Figure 1. Signal wires on met1 (run 1).
Drawn at 6 px/um. Supply wires on this layer in gray.
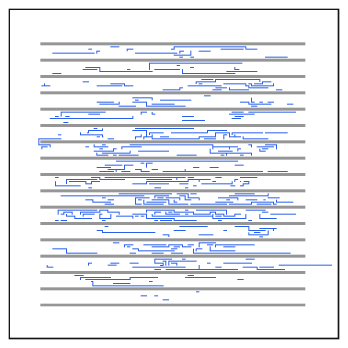
Figure 2. Met2 routing (run 1).
Drawn at 4 px/um. Cells faint in the background.
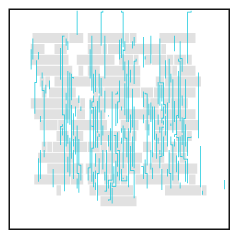
Figure 3. Met3 routing (run 1).
Drawn at 6 px/um.
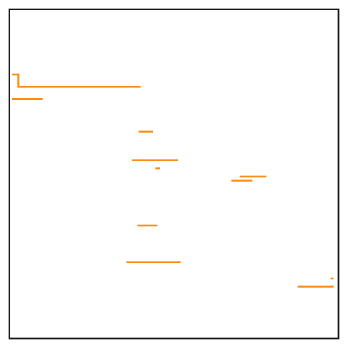
`src/rtl/button_mode_ctrl.sv`:
```
// Push-button front end: 2-flop sync, debounce, and short/long press classification.
// Long-press support (LONG_HELD state, hold counter, led_en toggling) requires BTN_MODE_LONG_PRESS_EN.
module button_mode_ctrl #(
    parameter int unsigned DEBOUNCE_CYCLES   = 1_000_000,
    parameter int unsigned LONG_PRESS_CYCLES = 50_000_000
) (
    input  logic clk,
    input  logic rst_n,
    input  logic btn_n,
    output logic btn_level,
    output logic short_pulse,
    output logic long_pulse,
    output logic pattern_select,
    output logic led_en
);

    localparam int unsigned DbW = $clog2(DEBOUNCE_CYCLES + 1);
    localparam logic [DbW-1:0] DbLast = DbW'(DEBOUNCE_CYCLES - 1);

`ifdef BTN_MODE_LONG_PRESS_EN
    localparam int unsigned HoldW = $clog2(LONG_PRESS_CYCLES + 1);
    localparam logic [HoldW-1:0] HoldMax  = HoldW'(LONG_PRESS_CYCLES);
    localparam logic [HoldW-1:0] HoldLast = HoldW'(LONG_PRESS_CYCLES - 1);

    typedef enum logic [1:0] {
        StIdle     = 2'd0,
        StPressed  = 2'd1,
        StLongHeld = 2'd2
    } state_e;
`else
    typedef enum logic [1:0] {
        StIdle    = 2'd0,
        StPressed = 2'd1
    } state_e;
`endif

    if (DEBOUNCE_CYCLES < 1 || LONG_PRESS_CYCLES < 2) begin : gen_bad_params
        $error("button_mode_ctrl: DEBOUNCE_CYCLES must be >= 1 and LONG_PRESS_CYCLES > 1");
    end

    // Synchroniser, reset to the released level.
    logic sync1_q, sync2_q;

    always_ff @(posedge clk or negedge rst_n) begin
        if (!rst_n) begin
            sync1_q <= 1'b1;
            sync2_q <= 1'b1;
        end else begin
            sync1_q <= btn_n;
            sync2_q <= sync1_q;
        end
    end

    // Debouncer, kept in pressed = 1 polarity.
    logic           raw_level;
    logic           stable_q, stable_d;
    logic [DbW-1:0] db_cnt_q, db_cnt_d;

    assign raw_level = ~sync2_q;

    always_comb begin
        stable_d = stable_q;
        db_cnt_d = '0;
        if (raw_level != stable_q) begin
            if (db_cnt_q == DbLast) begin
                stable_d = raw_level;
            end else begin
                db_cnt_d = db_cnt_q + DbW'(1);
            end
        end
    end

    always_ff @(posedge clk or negedge rst_n) begin
        if (!rst_n) begin
            stable_q <= 1'b0;
            db_cnt_q <= '0;
        end else begin
            stable_q <= stable_d;
            db_cnt_q <= db_cnt_d;
        end
    end

    // Press classification FSM.
    state_e state_q, state_d;
    logic   level_prev_q;
    logic   level_rise;
    logic   short_q, short_d;
    logic   pat_q, pat_d;

    assign level_rise = stable_q & ~level_prev_q;

`ifdef BTN_MODE_LONG_PRESS_EN
    logic             long_q, long_d;
    logic             led_q, led_d;
    logic [HoldW-1:0] hold_q, hold_d;
    logic [HoldW-1:0] hold_inc;

    // Saturating so a button held forever never wraps back into a second long event.
    assign hold_inc = (hold_q == HoldMax) ? hold_q : hold_q + HoldW'(1);
`endif

    always_comb begin
        state_d = state_q;
        short_d = 1'b0;
        pat_d   = pat_q;
`ifdef BTN_MODE_LONG_PRESS_EN
        long_d  = 1'b0;
        led_d   = led_q;
        hold_d  = hold_q;
`endif
        case (state_q)
            StIdle: begin
                if (level_rise) begin
                    state_d = StPressed;
`ifdef BTN_MODE_LONG_PRESS_EN
                    hold_d  = '0;
`endif
                end
            end
            StPressed: begin
                // Release is tested first so it wins over a coincident long threshold.
                if (!stable_q) begin
                    state_d = StIdle;
                    short_d = 1'b1;
                    pat_d   = ~pat_q;
                end
`ifdef BTN_MODE_LONG_PRESS_EN
                else begin
                    hold_d = hold_inc;
                    if (hold_inc == HoldLast) begin
                        state_d = StLongHeld;
                        long_d  = 1'b1;
                        led_d   = ~led_q;
                    end
                end
`endif
            end
`ifdef BTN_MODE_LONG_PRESS_EN
            StLongHeld: begin
                hold_d = hold_inc;
                if (!stable_q) begin
                    state_d = StIdle;
                end
            end
`endif
            default: begin
                state_d = StIdle;
            end
        endcase
    end

    always_ff @(posedge clk or negedge rst_n) begin
        if (!rst_n) begin
            state_q      <= StIdle;
            level_prev_q <= 1'b0;
            short_q      <= 1'b0;
            pat_q        <= 1'b0;
`ifdef BTN_MODE_LONG_PRESS_EN
            long_q       <= 1'b0;
            led_q        <= 1'b1;
            hold_q       <= '0;
`endif
        end else begin
            state_q      <= state_d;
            level_prev_q <= stable_q;
            short_q      <= short_d;
            pat_q        <= pat_d;
`ifdef BTN_MODE_LONG_PRESS_EN
            long_q       <= long_d;
            led_q        <= led_d;
            hold_q       <= hold_d;
`endif
        end
    end

    assign btn_level      = stable_q;
    assign short_pulse    = short_q;
    assign pattern_select = pat_q;
`ifdef BTN_MODE_LONG_PRESS_EN
    assign long_pulse     = long_q;
    assign led_en         = led_q;
`else
    assign long_pulse     = 1'b0;
    assign led_en         = 1'b1;
`endif

endmodule

```
`config.mk`:
```
export PLATFORM = sky130hd
export DESIGN_NAME = button_mode_ctrl
export DESIGN_NICKNAME = d
export VERILOG_FILES = /design/src/rtl/button_mode_ctrl.sv
export SDC_FILE = /design/constraint.sdc
export NUM_CORES = 1
export LEC_CHECK = 0
export CORE_MARGIN = 5
export CORE_UTILIZATION = 65
export CTS_BUF_LIST = sky130_fd_sc_hd__clkbuf_2
export DETAILED_ROUTE_END_ITERATION = 6
export PLACE_DENSITY = 0.82
export SETUP_SLACK_MARGIN = 0.5
export SLEW_MARGIN = 20
export SYNTH_ARGS = -nofsm -noshare
export SYNTH_HDL_FRONTEND = slang
export SYNTH_SLANG_ARGS = --single-unit
```
`constraint.sdc`:
```
create_clock -name clk -period 4.7 [get_ports clk]
set_input_delay 1.41 -clock clk [delete_from_list [all_inputs] [get_ports clk]]
set_output_delay 1.41 -clock clk [all_outputs]
set_load 0.01 [all_outputs]
```
==> notes.md, run 1 <==
run results: cycle use final=59.5%, Post-synth top cells=dfrtp_1 (25), nor2_1 (17), nand2_1 (8), xnor2_1 (8), xor2_1 (7), EDFF count, synth=0, CTS H-Tree Depth=1, WS Path Type=flop to output port, core area=~1900 um2, Chip Area, Yosys=around 1300 um2, Pre-antenna DRT Iters=4, Synth flops=27, Crit Path Max Fanout=5, Syn Area/Cell=10.7 um2, Fin. Hold Viols=0, tool warnings=26, clock buffer depth=2, HP Class=flop to flop, Async SR Flop Fraction=100%, global route total overflow=0, first-pass GRT wire length=between 3000 and 4000 um, Leak Pwr=0.605 nW, Initial Util=between 60% and 70%, CTS sink count=27, Power per Cell Area=250 nW/um2, CTS clock-pin slew for the worst setup and hold paths=about 0.26 ns, Vias/cell=around 5.8, Worst Tran Pin Value=between 0.9 and 1 ns, hold_buf cts=0, Latency at later pin=0.35 ns, Post-CTS Setup Inserts=0, worst reg2reg path endpoint=db_cnt_q[7]$_DFF_PN0_, Final Instance Count excl. Fillers=approximately 150, most numerous cell in the Yosys netlist=dfrtp_1, startpoint types=flop, cell area after synthesis=1290 um2, largest net degree at the start of global routing=28, Power Total=0.000340 W, outcome=finished clean, Largest delay share family, worst path=buffers and inverters, ranking of synthesized cells by area=dfrtp_1 (48%), xnor2_1 (5.4%), nor2_1 (4.9%), xor2_1 (4.7%), dfstp_2 (4.1%), Hold Startpoint=sync1_q$_DFF_PN1_, Post-synth seq share=approximately 52%, synthesized instance count=between 100 and 150, Die Footprint=2980 um2, antenna fix cells=0, register-to-register setup slack=2.62 ns, worst setup slack after layout=1.90 ns, reg2reg start=db_cnt_q[12]$_DFF_PN0_, Nets at Floorplan=about 130, Die Span Y=about 55 um, Tmin final=around 2.8 ns, skew final=between 0.01 and 0.015 ns, most numerous logic cell after layout=dfrtp_1, crit-path cells=clkdlybuf4s50_1, Place WS=between 2 and 2.5 ns, nets=approximately 130, crit path from=btn_level$_DFFE_PN0P_, Routed Antenna Nets=0, CTS tree=built, GPL Wtd Cong=roughly 0.8, yosys cell count=~120, cells on worst reg2reg path=4, antenna violations before repair=0, Port Buf Inserts=5, cell at the slowest stage of the critical path=clkdlybuf4s50_1, vias in the first global route=between 900 and 1000, final instance area=approximately 1400 um2, Worst Path Buf+Inv=1, post-DP HPWL=around 1500 um, VDD IR-drop max=around 240 uV, layout cells sized above 1=9.52%, Highest Clock Rate=approximately 360 MHz, CTS resizes=0, total of warnings raised by yosys=0, crit path DAT=roughly 1.4 ns, max incr delay on CP=between 0.5 and 0.6 ns, Pins Over Slew Limit=0, gr usage total=18.2%
Notes on Figure 1 above:
wire length on this layer	973 um
longest straight run	20.2 um
main direction	horizontal
nets with wire on the layer	119
share of all routed wire	45%
via count: 882
M1 GR Usage: 23.5%

Notes on Figure 2 above:
share of all routed wire	51%
wire length on this layer	1110 um

Notes on Figure 3 above:
nets with wire on the layer	9
wire length on this layer	62.8 um
longest straight run	20.2 um
main direction	horizontal

run 1: sequential cells by signal (all words and copies together), names as in the netlist:
register        count
sync1_q             1
pattern_select      1
short_pulse         1
db_cnt_q           20
sync2_q             1
state_q             1
btn_level           1
level_prev_q        1
run 1: how the worst min path moves through the flow:
stage | cells past startpoint | slack (ns) | to
after detailed placement | 0 | 0.35 | sync2_q$_DFF_PN1_
after CTS | 0 | 0.38 | sync2_q$_DFF_PN1_
after floorplan | 0 | 0.35 | sync2_q$_DFF_PN1_
final | 0 | 0.38 | sync2_q$_DFF_PN1_
after global routing | 0 | 0.39 | sync2_q$_DFF_PN1_
after global placement | 0 | 0.35 | sync2_q$_DFF_PN1_
run 1: power by group:
group,total [W],internal (W),leakage [nW],switching (W)
Sequential,0.000239,0.000236,0.368,0.00000239
Combinational,0.0000142,0.00000414,0.225,0.0000100
Clock,0.0000874,0.0000197,0.0126,0.0000677
run 1: logic make-up after synthesis:
group | after synthesis | share of synthesized area (%)
XOR/XNOR | 15 | 10.2
flip-flops | 27 | 52.4
AND-OR/OR-AND | 11 | 6.67
AND/OR/NAND/NOR | 56 | 24.4
buffers and inverters | 7 | 3.29
adder cells (fa/ha/maj) | 1 | 0.967
other | 2 | 0.580
multiplexers | 2 | 1.55
run 1: routing by layer:
metal  GRT usage, %  vias to the layer above  share of wire (%)
met5              0                        -                  0
met4           6.64                        0               0.78
met3           2.45                        4                2.9
met2           30.9                       14                 51
met1           23.5                      432                 45
li1               -                      432                  -
run 1: cell type report:
type	count	area [um2]	share of cell area (%)
clock buffer	3	15.0	1.10
clock inverter	1	7.51	0.550
inverter	3	11.3	0.826
multi-input combinational	87	573	42.0
sequential	27	678	49.7
tap	27	33.8	2.48
timing repair buffer	5	45.0	3.30
Figure 4. Signal wires by layer (run 1).
Drawn at 4 px/um. Only two layers are drawn.
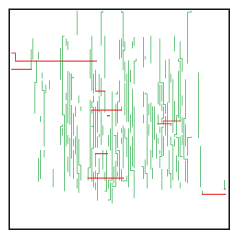

--- run 2 (diff from run 1) ---
Settings changed: CORE_UTILIZATION 65 to 54, PLACE_DENSITY 0.82 to 0.72.
Clock period 4.7 ns to 2.5 ns, I/O delays scaled along.
Figure 5. Signal wires by layer (run 2).
Drawn at 4 px/um. Only two layers are drawn.
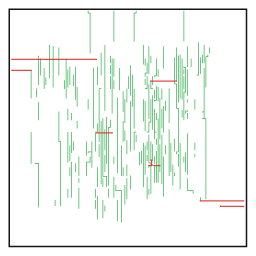
color	layer	wire length
green	met2	1060 um
red	met3	56.6 um

Figure 6. Met2 routing (run 2).
Drawn at 4 px/um. Cells faint in the background.
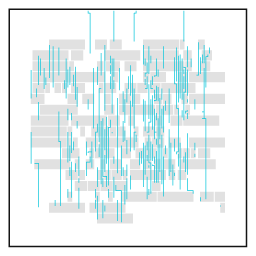
share of all routed wire	48%
wire length on this layer	1060 um
nets with wire on the layer	114
main direction	vertical
DRT Wirelength: 2220 um
via count: 895
GRT met2 Usage: 23.3%

==> run 2 against run 1 <==
Cell area rose by 3.5%. Count of clock-buffer cells in the layout is the same. Synthesized cell count stayed put.
==> notes.md, run 2 <==
run results: outcome=finished clean, gr usage total=14.5% (-3.7 points), startpoint types=flop, hold worst-path end=sync2_q$_DFF_PN1_, WL met1=1080 um (+11%), CTS clock-pin slew for the worst setup and hold paths=0.26 ns (about the same), met2 wire length=1060 um (-4.4%), total of warnings raised by yosys=0 (unchanged), Clock Power=0.000166 W (+90%), Power per Cell Area=459 nW/um2 (+84%), hold depth=0 (unchanged), P_int=0.000494 W (+90%), Met3 Routed Length=56 um (-9.7%), nets=137 (+4.6%), Latency at later pin=0.35 ns (about the same), cell at the slowest stage of the critical path=nor4_1, largest net degree at the start of global routing=28 (unchanged), Async SR Flop Fraction=100% (unchanged), Synth flops=27 (unchanged), Nets at Floorplan=125 (unchanged), crit path DAT=2.12 ns (+0.73 ns), Post-synth seq share=52.4% (unchanged), most numerous logic cell after layout=dfrtp_1, layout cells sized above 1=12.9% (+3.4 points), Chip Area, Yosys=1290 um2 (unchanged), global route total overflow=0 (unchanged), XORs/XNORs by Area=10.2% (unchanged), clock buffer depth=2 (unchanged), Worst Tran Pin Value=0.516 ns (-0.455 ns), Tmin final=between 1.5 and 2 ns, Basic Gates by Area=24.4% (unchanged), core area=2250 um2 (+17%), most flop-heavy register=db_cnt_q, worst reg2reg path endpoint=db_cnt_q[18]$_DFF_PN0_, final instance area=1410 um2 (+3.5%), post-DP HPWL=1590 um (+3.4%), adder share=0.967% (unchanged), Crit Path Max Fanout=6 (+1), WS Path Type=flop to flop, tool warnings=26 (unchanged), Die Span Y=58.9 um (+7.9%), Die Footprint=3470 um2 (+16%), worst setup slack after layout=0.646 ns (-1.26 ns), first-pass GRT wire length=3880 um (-1.1%), Main logic family=simple AND/OR/NAND/NOR gates, Port Buf Inserts=5 (unchanged), Place WS=0.643 ns (-1.68 ns), Pins Over Slew Limit=0 (unchanged), max incr delay on CP=0.55 ns (about the same), antenna fix cells=0 (unchanged), cell area after synthesis=1290 um2 (unchanged), Initial Util=57.4% (-9.9 points), max FFs per register=20 (unchanged), CTS resizes=3 (+3), Switching Share=23.6% (+0.11 points), M1 GR Usage=19.1% (-4.3 points), Leak Pwr=0.650 nW (+7.4%), most used routing layer=met2, Post-synth top cells=dfrtp_1 (25), nor2_1 (17), nand2_1 (8), xnor2_1 (8), xor2_1 (7), Gate power share=4.9% (+0.7 points), vias in the first global route=910 (-3.3%), Pre-antenna DRT Iters=4 (unchanged), CTS tree=built, met3 global-route usage=2.41% (-0.040 points), ranking of synthesized cells by area=dfrtp_1 (48%), xnor2_1 (5.4%), nor2_1 (4.9%), xor2_1 (4.7%), dfstp_2 (4.1%), Routed Antenna Nets=0 (unchanged), Sequential Power Share=69.4% (-0.8 points), HP Class=flop to flop, Layout fillers=about 200, Post-CTS Setup Inserts=2 (+2), EDFF count, synth=0 (unchanged), Vias/cell=5.59 (-3.0%), most numerous cell in the Yosys netlist=dfrtp_1, P_comb=0.0000317 W (+120%), Switch Pwr=0.000153 W (+91%), Hold Startpoint=sync1_q$_DFF_PN1_, compound-gate portion of the synthesized area=6.67% (unchanged), hold_buf cts=0 (unchanged), Seq. pwr=0.000449 W (+88%), yosys cell count=121 (unchanged), Fin. Hold Viols=0 (unchanged), GPL Wtd Cong=0.743 (-7.4%), crit-path cells=ha_1 -> nand4_1 -> nor4_1 -> mux2i_1 -> nor3_1, reg2reg start=db_cnt_q[0]$_DFF_PN0_, antenna violations before repair=0 (unchanged)
run 2: cell count changes in the layout (fill, tap and decap cells not counted), sizes merged:
cell and change:
clkdlybuf4s50 -2, dlygate4sd2 +3, buf +5
run 2: critical path: cells and delay by family, from the launching register on:
kind	cells	cell delay, ns
adders and majority gates	1	0.23
DFF	1	0.44
muxes	1	0.24
and+or+nand+nor	3	0.86
run 2: cell type report:
type / instances / area, um2 / share of cell area [%]
Inverter: 3 / 11.3 / 0.798
Clock inverter: 1 / 7.51 / 0.532
Tap cell: 28 / 35.0 / 2.48
Multi-Input combinational cell: 87 / 573 / 40.6
Clock buffer: 3 / 15.0 / 1.06
Sequential cell: 27 / 678 / 48.0
Timing Repair Buffer: 11 / 91.3 / 6.47
run 2: how the worst max path moves through the flow:
stage	endpoint	startpoint	slack (ns)	cells past startpoint
4_1_cts	db_cnt_q[8]$_DFF_PN0_	db_cnt_q[16]$_DFF_PN0_	0.61	5
5_1_grt	db_cnt_q[18]$_DFF_PN0_	db_cnt_q[0]$_DFF_PN0_	0.52	5
2_1_floorplan	db_cnt_q[18]$_DFF_PN0_	db_cnt_q[0]$_DFF_PN0_	0.86	5
3_5_place_dp	db_cnt_q[17]$_DFF_PN0_	db_cnt_q[16]$_DFF_PN0_	0.64	5
6_report	db_cnt_q[18]$_DFF_PN0_	db_cnt_q[0]$_DFF_PN0_	0.65	5
3_3_place_gp	db_cnt_q[18]$_DFF_PN0_	db_cnt_q[0]$_DFF_PN0_	0.65	5
run 2: stage by stage:
step	power, W	hold slack [ns]	cells
after floorplan	0.000473	0.345	121
after global placement	0.000486	0.348	152
after detailed placement	0.000487	0.350	152
after CTS	0.000655	0.380	158
after global routing	0.000678	0.384	160
final	0.000647	0.377	160
Figure 7. Signal wires on met1 (run 2).
Drawn at 6 px/um. Supply wires on this layer in gray.
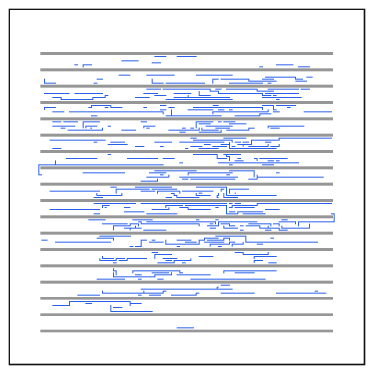

--- run 3 (diff from run 2) ---
Settings changed: CORE_UTILIZATION 54 to 60, PLACE_DENSITY 0.72 to 0.76.
Clock period 2.5 ns to 1.85 ns, I/O delays scaled along.
Figure 8. Signal wires on met1 (run 3).
Drawn at 6 px/um. Supply wires on this layer in gray.
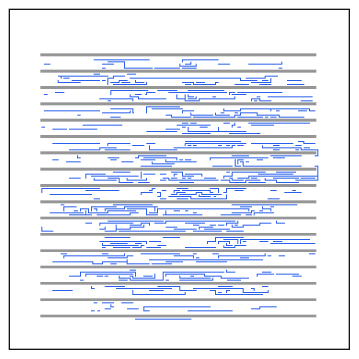
wire length on this layer	1320 um
longest straight run	18.9 um
main direction	horizontal
via count: 1099
M1 GR Usage: 23.0%
DRT Wirelength: 3090 um

Figure 9. Met2 routing (run 3).
Drawn at 4 px/um. Cells faint in the background.
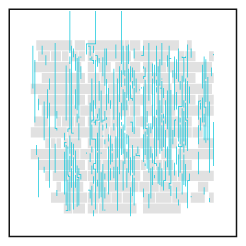
share of all routed wire	50%
longest straight run	32.3 um
wire length on this layer	1530 um
nets with wire on the layer	147

==> run 3 against run 2 <==
Setup slack got worse by 0.42 ns. Critical path type unchanged. Cell area rose by 21%. Critical endpoint is now db_cnt_q[14]$_DFF_PN0_. Wire length increased by 39%. Die area fell by 8.3%. Combinational power up about 70%.
==> notes.md, run 3 <==
run results: worst reg2reg path endpoint=db_cnt_q[14]$_DFF_PN0_, final instance area=1700 um2 (+21%), Synth flops=27 (unchanged), Async SR Flop Fraction=100% (unchanged), most flop-heavy register=db_cnt_q, vias in the first global route=1064 (+17%), cell area after synthesis=1290 um2 (unchanged), startpoint types=flop, Routed Antenna Nets=0 (unchanged), Final Instance Count excl. Fillers=183 (+14%), P_int=0.000672 W (+36%), Clock Power=0.000225 W (+36%), P_comb=0.0000539 W (+70%), Die Span Y=56.4 um (-4.3%), Latency at later pin=0.35 ns (about the same), Switch Pwr=0.000214 W (+40%), Leak Pwr=0.781 nW (+20%), clock buffer depth=2 (unchanged), first-pass GRT wire length=4720 um (+21%), Power Total=0.000886 W (+37%), outcome=finished clean, Power per Cell Area=521 nW/um2 (+14%), reg2reg start=db_cnt_q[0]$_DFF_PN0_, worst setup slack after layout=0.224 ns (-0.423 ns), Layout fillers=92 (-53%), CTS tree=built, GRT met2 Usage=31.0% (+7.7 points), EDFF count, synth=0 (unchanged), hold_buf cts=0 (unchanged), CP endpoint=db_cnt_q[14]$_DFF_PN0_, Hold Slack=0.376 ns (-0.00101 ns), Tmin final=1.63 ns (-0.227 ns), CTS clock-pin slew for the worst setup and hold paths=0.25 ns (about the same), Die Footprint=3180 um2 (-8.3%), Seq. pwr=0.000607 W (+35%), most used routing layer=met2, GPL Wtd Cong=0.838 (+13%), Switching Share=24.1% (+0.49 points), met3 global-route usage=3.21% (+0.80 points), HP Class=flop to flop, Sequential Power Share=68.5% (-0.9 points), total of warnings raised by yosys=0 (unchanged), max FFs per register=20 (unchanged), Post-synth top cells=dfrtp_1 (25), nor2_1 (17), nand2_1 (8), xnor2_1 (8), xor2_1 (7), Pins Over Slew Limit=0 (unchanged), post-DP HPWL=1710 um (+7.4%), Initial Util=64.6% (+7.2 points), nets=161 (+18%), Fin. Hold Viols=0 (unchanged), layout cells sized above 1=44.2% (+31 points), Crit Path Max Fanout=4 (-2), Place WS=0.110 ns (-0.532 ns)
==> run 3: cell counts after synthesis <==
Identical to the previous run, type by type.
==> run 3: what timing repair did <==
action	CTS	global route
cloned	0	1
setup endpoints to repair	24	24
buffers inserted	17	8
gates resized	23	21
pin swaps	3	6
hold endpoints to repair	0	0
==> run 3: worst min path at each step <==
stage,to,cells past startpoint,startpoint,slack [ns]
floorplan,btn_level$_DFFE_PN0P_,0,rst_n,0.26
global placement,sync2_q$_DFF_PN1_,0,sync1_q$_DFF_PN1_,0.35
detailed placement,sync2_q$_DFF_PN1_,0,sync1_q$_DFF_PN1_,0.35
CTS,sync2_q$_DFF_PN1_,0,sync1_q$_DFF_PN1_,0.38
global route,sync2_q$_DFF_PN1_,0,sync1_q$_DFF_PN1_,0.38
finish,sync2_q$_DFF_PN1_,0,sync1_q$_DFF_PN1_,0.38
==> run 3: final cells by class <==
type	instances	area [um2]	area share, %
Clock buffer	3	15.0	0.882
Clock inverter	1	7.51	0.441
Inverter	3	11.3	0.662
Multi-Input combinational cell	87	684	40.2
Sequential cell	27	686	40.3
Tap cell	27	33.8	1.99
Timing Repair Buffer	35	264	15.5
==> run 3: logic make-up after synthesis <==
logic type | count (synthesis) | share of synthesized area [%]
and+or+nand+nor | 56 | 24.4
DFF | 27 | 52.4
xor gates and xnor gates | 15 | 10.2
AOI/OAI and AO/OA | 11 | 6.67
buffers and inverters | 7 | 3.29
other | 2 | 0.580
muxes | 2 | 1.55
adders and majority gates | 1 | 0.967
==> run 3: critical path, cell delays in order, from the launching register on <==
cell and delay (ns):
dfrtp_1 0.46, ha_2 0.22, nand4_1 0.18, nor4_1 0.45
xnor2_1 0.19, nor2_2 0.06
Power figures rest on the tool's default switching activity, not on a simulated workload.
